==> images/flops_by_reg.png <==
Bar = 20 um.
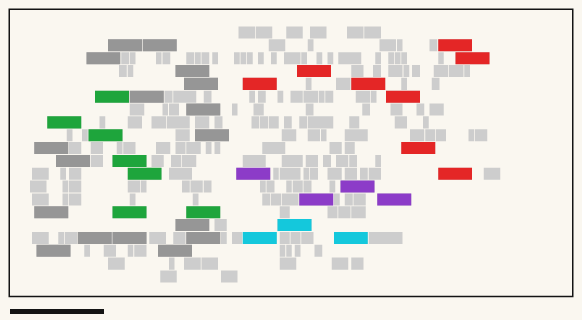
==> images/power_grid.png <==
Bar = 20 um. Pins as bars on the die edge. Tap cells in gray.
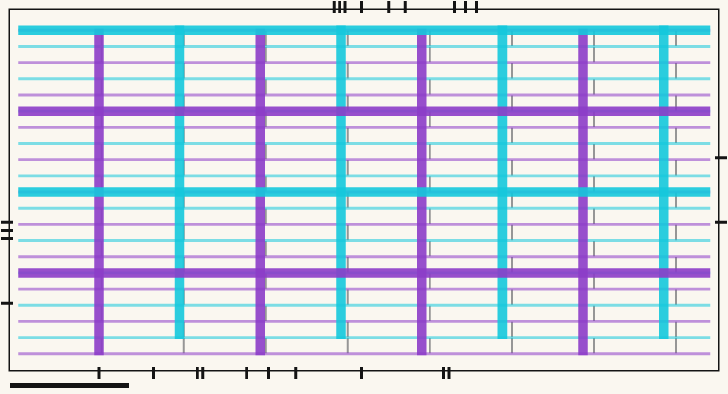
==> images/placement.png <==
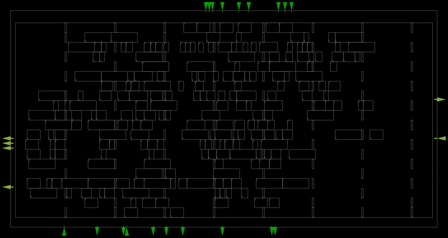
==> images/io_fan.png <==
Bar = 20 um.
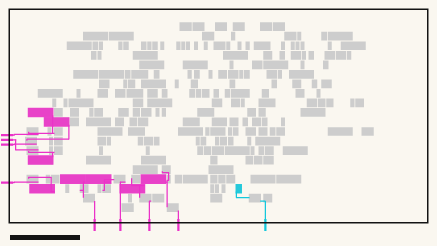
### src/rtl/shift_reg_seq_ctrl.sv
// Sequencer that clears a serial shift register, streams a word MSB-first and reassembles the returned bits.
// Latency: done pulses 1+WORD+DEPTH cycles after the start-acceptance edge.
// Backpressure: none. start is honoured only in IDLE and is not queued.
//
// Ports:
//   CLK, Reset              clock; synchronous active-high reset
//   start, tx_word          transfer request and parallel word (captured on acceptance)
//   busy, done              busy in CLEAR/SEND/FLUSH; one-cycle done pulse
//   rx_word, mismatch       reassembled word and TX/RX compare flag, held until next acceptance
//   sr_reset, sr_shift_in   drive the shift register's Reset and Shift_in
//   sr_shift_out            serial data returning from the shift register
module shift_reg_seq_ctrl #(
  parameter int DEPTH = 4,
  parameter int WORD  = 8
) (
  input  logic            CLK,
  input  logic            Reset,
  input  logic            start,
  input  logic [WORD-1:0] tx_word,
  output logic            busy,
  output logic            done,
  output logic [WORD-1:0] rx_word,
  output logic            mismatch,
  output logic            sr_reset,
  output logic            sr_shift_in,
  input  logic            sr_shift_out
);

  localparam int CW = $clog2(WORD + DEPTH);

  // Counter landmarks across the combined SEND+FLUSH window.
  localparam logic [CW-1:0] SEND_LAST  = CW'(WORD - 1);
  localparam logic [CW-1:0] FLUSH_LAST = CW'(WORD + DEPTH - 1);
  localparam logic [CW-1:0] CAP_FIRST  = CW'(DEPTH);

  localparam logic [2:0] ST_IDLE  = 3'd0;
  localparam logic [2:0] ST_CLEAR = 3'd1;
  localparam logic [2:0] ST_SEND  = 3'd2;
  localparam logic [2:0] ST_FLUSH = 3'd3;
  localparam logic [2:0] ST_DONE  = 3'd4;

  logic [2:0]      state;
  logic [CW-1:0]   n;
  logic [WORD-1:0] tx_hold;
  logic [WORD-1:0] tx_sh;
  logic [WORD-1:0] rx_sh;
  logic [WORD-1:0] rx_next;

  // Shift-left-and-insert works for WORD=1 too: the shift empties the word.
  assign rx_next = (rx_sh << 1) | WORD'(sr_shift_out);

  assign busy        = (state == ST_CLEAR) || (state == ST_SEND) || (state == ST_FLUSH);
  assign done        = (state == ST_DONE);
  assign sr_reset    = Reset || (state == ST_CLEAR);
  assign sr_shift_in = (state == ST_SEND) && tx_sh[WORD-1];

  always_ff @(posedge CLK) begin
    if (Reset) begin
      state    <= ST_IDLE;
      n        <= '0;
      tx_hold  <= '0;
      tx_sh    <= '0;
      rx_sh    <= '0;
      rx_word  <= '0;
      mismatch <= '0;
    end else begin
      case (state)
        ST_IDLE: begin
          if (start) begin
            tx_hold  <= tx_word;
            tx_sh    <= tx_word;
            rx_sh    <= '0;
            n        <= '0;
            rx_word  <= '0;
            mismatch <= 1'b0;
            state    <= ST_CLEAR;
          end
        end

        ST_CLEAR: begin
          state <= ST_SEND;
        end

        ST_SEND: begin
          tx_sh <= tx_sh << 1;
          // Bits driven at n=i come back at n=i+DEPTH, so capture may start inside SEND.
          if (n >= CAP_FIRST) begin
            rx_sh <= rx_next;
          end
          n <= n + 1'b1;
          if (n == SEND_LAST) begin
            state <= ST_FLUSH;
          end
        end

        ST_FLUSH: begin
          if (n >= CAP_FIRST) begin
            rx_sh <= rx_next;
          end
          if (n == FLUSH_LAST) begin
            // The final sample lands on this same edge, so publish from rx_next.
            state    <= ST_DONE;
            rx_word  <= rx_next;
            mismatch <= (rx_next != tx_hold);
          end else begin
            n <= n + 1'b1;
          end
        end

        ST_DONE: begin
          state <= ST_IDLE;
        end

        default: begin
          state <= ST_IDLE;
        end
      endcase
    end
  end

endmodule

### config.mk
export PLATFORM = sky130hd
export DESIGN_NAME = shift_reg_seq_ctrl
export DESIGN_NICKNAME = d
export VERILOG_FILES = /design/src/rtl/shift_reg_seq_ctrl.sv
export SDC_FILE = /design/constraint.sdc
export NUM_CORES = 1
export LEC_CHECK = 0
export CAP_MARGIN = 15
export CORE_ASPECT_RATIO = 0.5
export CORE_UTILIZATION = 25
export CTS_BUF_LIST = sky130_fd_sc_hd__clkbuf_8
export DETAILED_ROUTE_END_ITERATION = 8
export PLACE_DENSITY = 0.47
export RECOVER_POWER = 50
export SYNTH_ARGS = -nofsm -noshare
export SYNTH_HDL_FRONTEND = slang
export SYNTH_SLANG_ARGS = --single-unit
### constraint.sdc
create_clock -name CLK -period 2.1 [get_ports CLK]
set_clock_uncertainty 0.05 [all_clocks]
set_input_delay 0.21 -clock CLK [delete_from_list [all_inputs] [get_ports CLK]]
set_output_delay 0.21 -clock CLK [all_outputs]
set_load 0.03 [all_outputs]
==> results.json <==
{
  "rr_worst_depth": 5,
  "p_sw_w": 0.000444,
  "end_kind": "output pin",
  "ys_sh_adder_pct": 0.730,
  "wl_per_cell_um": 13.7,
  "rsz0062_at_grt": "no",
  "path_buffers": 1,
  "path_delay_family": "buffers and inverters",
  "cp.required_ns": 1.84,
  "slew_viol_final": 0,
  "p_comb_w": 0.000233,
  "hold-path-endpoint": "tx_sh[2]$_SDFFE_PP0P_",
  "ys_types": 37,
  "syn_inst": 205,
  "maxCapViolations": 0,
  "drc": 0,
  "gr-total-overflow": 0,
  "p_sw_share_pct": 28.0,
  "r2r-start": "state[1]$_SDFFE_PP0P_",
  "power_leader": "registers",
  "reg2reg_slack_ns": 0.22,
  "relSlewSlack_pct": 39.9,
  "hold_viol_final": 0,
  "ctsResizeCount": 0,
  "cts_hold_buffers": 0,
  "synth_nets": 218,
  "period_needed_ns": 2.00,
  "grt_pass1_wl_mm": 7.23,
  "cts_tree": "built",
  "path_common_cell": "nor2_1",
  "grt_usage_pct": 13.2,
  "powerClk_w": 0.000547,
  "ys_seq_share_pct": 45.6,
  "outcome": "finished, final reports clean",
  "cts_buffers": 5,
  "pwr-share-clk_pct": 34.5,
  "cp.arrival_ns": 1.74,
  "endpoint": "busy",
  "grt_pass1_vias": 1425,
  "diodes": 0,
  "drive_gt1_share_pct": 9.13,
  "gp_congestion": 0.811,
  "cts_sinks": 39,
  "fillers": 662,
  "via_count": 1509,
  "hold_class": "reg2reg",
  "path_depth": 3,
  "critical_path_class": "reg2out",
  "cpMaxStageDelayCell": "clkdlybuf4s50_1",
  "grt_start_max_net_pins": 33,
  "top_cell_area_share_pct": 45.6,
  "wirelength_mm": 4.37,
  "insertion_delay_ns": 0.29,
  "fmax_ghz": 0.501,
  "worstHoldPathCells": 2,
  "clkTransAtPathRegs_ns": 0.08,
  "setup-violations-final": 0,
  "power_frac_comb_pct": 14.7,
  "powerDensity_nw_per_um2": 736,
  "yosysTopAreaCell": "dfxtp_1",
  "ys_warn_count": 0,
  "syn2layout_area_growth_pct": 25.8,
  "p_seq_share_pct": 50.8,
  "edf_count": 0,
  "antenna_found_initial": 0
}
About flops_by_reg.png:
`tx_sh`: in red, flops 8. `state`: in cyan, flops 3. `n`: in purple, flops 4. `rx_sh`: in green, flops 7, where west.
Another 17 sequential cells are not colored.
Seq group: 0.000805 W
Core Util, Final: 34.0%
register area: 781 sq um
flop share of the area: 36.2%

About power_grid.png:
VSS: in purple. VDD: in cyan.
The core has 20 rows. 4 straps on met5. 25 signal pins sit on the boundary.

About placement.png:
non-filler instance count after layout: 318
tapcell count: 88
# rows: 20
Seq cells: 39
Core Footprint: 6330 sq um

About io_fan.png:
`rx_word`: in magenta, bits 8, direction output, edge 4 south, 4 west, end cells 8, buffers 8, wire 146 um. `done`: in cyan, bits 1, direction output, edge south, end cells 1, buffers 1, wire 12.4 um.
num ports: 25
I/O Buffers: 24

[per-stage QoR]
step | cells | setup WS, ns | hold slack (ns) | area (sq um)
2_1_floorplan | 205 | 0.441 | 0.296 | 1710
3_3_place_gp | 310 | 0.330 | 0.405 | 2050
3_5_place_dp | 310 | 0.283 | 0.410 | 2050
4_1_cts | 318 | 0.0891 | 0.422 | 2150
5_1_grt | 318 | 0.0231 | 0.451 | 2150
6_report | 318 | 0.103 | 0.421 | 2150
[logic make-up after synthesis]
| logic type | Yosys count |
|---|---|
| compound gates | 56 |
| xor+xnor | 8 |
| buf+inv | 22 |
| fa+ha+maj | 1 |
| simple gates | 79 |
| flops | 39 |
[area by class of cell]
type	count	area (sq um)	share of cell area, %
multi-input cells	144	838	38.9
well taps	88	110	5.11
flip-flops and latches	39	781	36.2
repair buffers	30	293	13.6
clock inverters	2	16.3	0.755
clock buffers	6	82.6	3.83
inverters	9	33.8	1.57
[synth_stat cells (2+ instances only)]
| cell type | count |
|---|---|
| nand2_1 | 23 |
| a22oi_1 | 15 |
| a31oi_1 | 2 |
| nand3b_1 | 2 |
| inv_1 | 9 |
| nand3_1 | 2 |
| xor2_1 | 8 |
| a221oi_1 | 5 |
| and3_1 | 4 |
| nor2b_1 | 3 |
| nor3_1 | 4 |
| buf_2 | 5 |
| clkbuf_1 | 7 |
| o21ai_0 | 12 |
| nor2_1 | 29 |
| a21oi_1 | 13 |
| nor4_1 | 4 |
| dfxtp_1 | 39 |
[metal layers]
layer / GRT usage [%] / routed length, um / up-vias
met2: 19.3 / 1870 / 30
li1: - / - / 767
met3: 3.48 / 119 / 4
met4: 5.97 / 46 / 0
met1: 18.4 / 2330 / 708
met5: 0 / 0 / -
Power figures rest on the tool's default switching activity, not on a simulated workload.
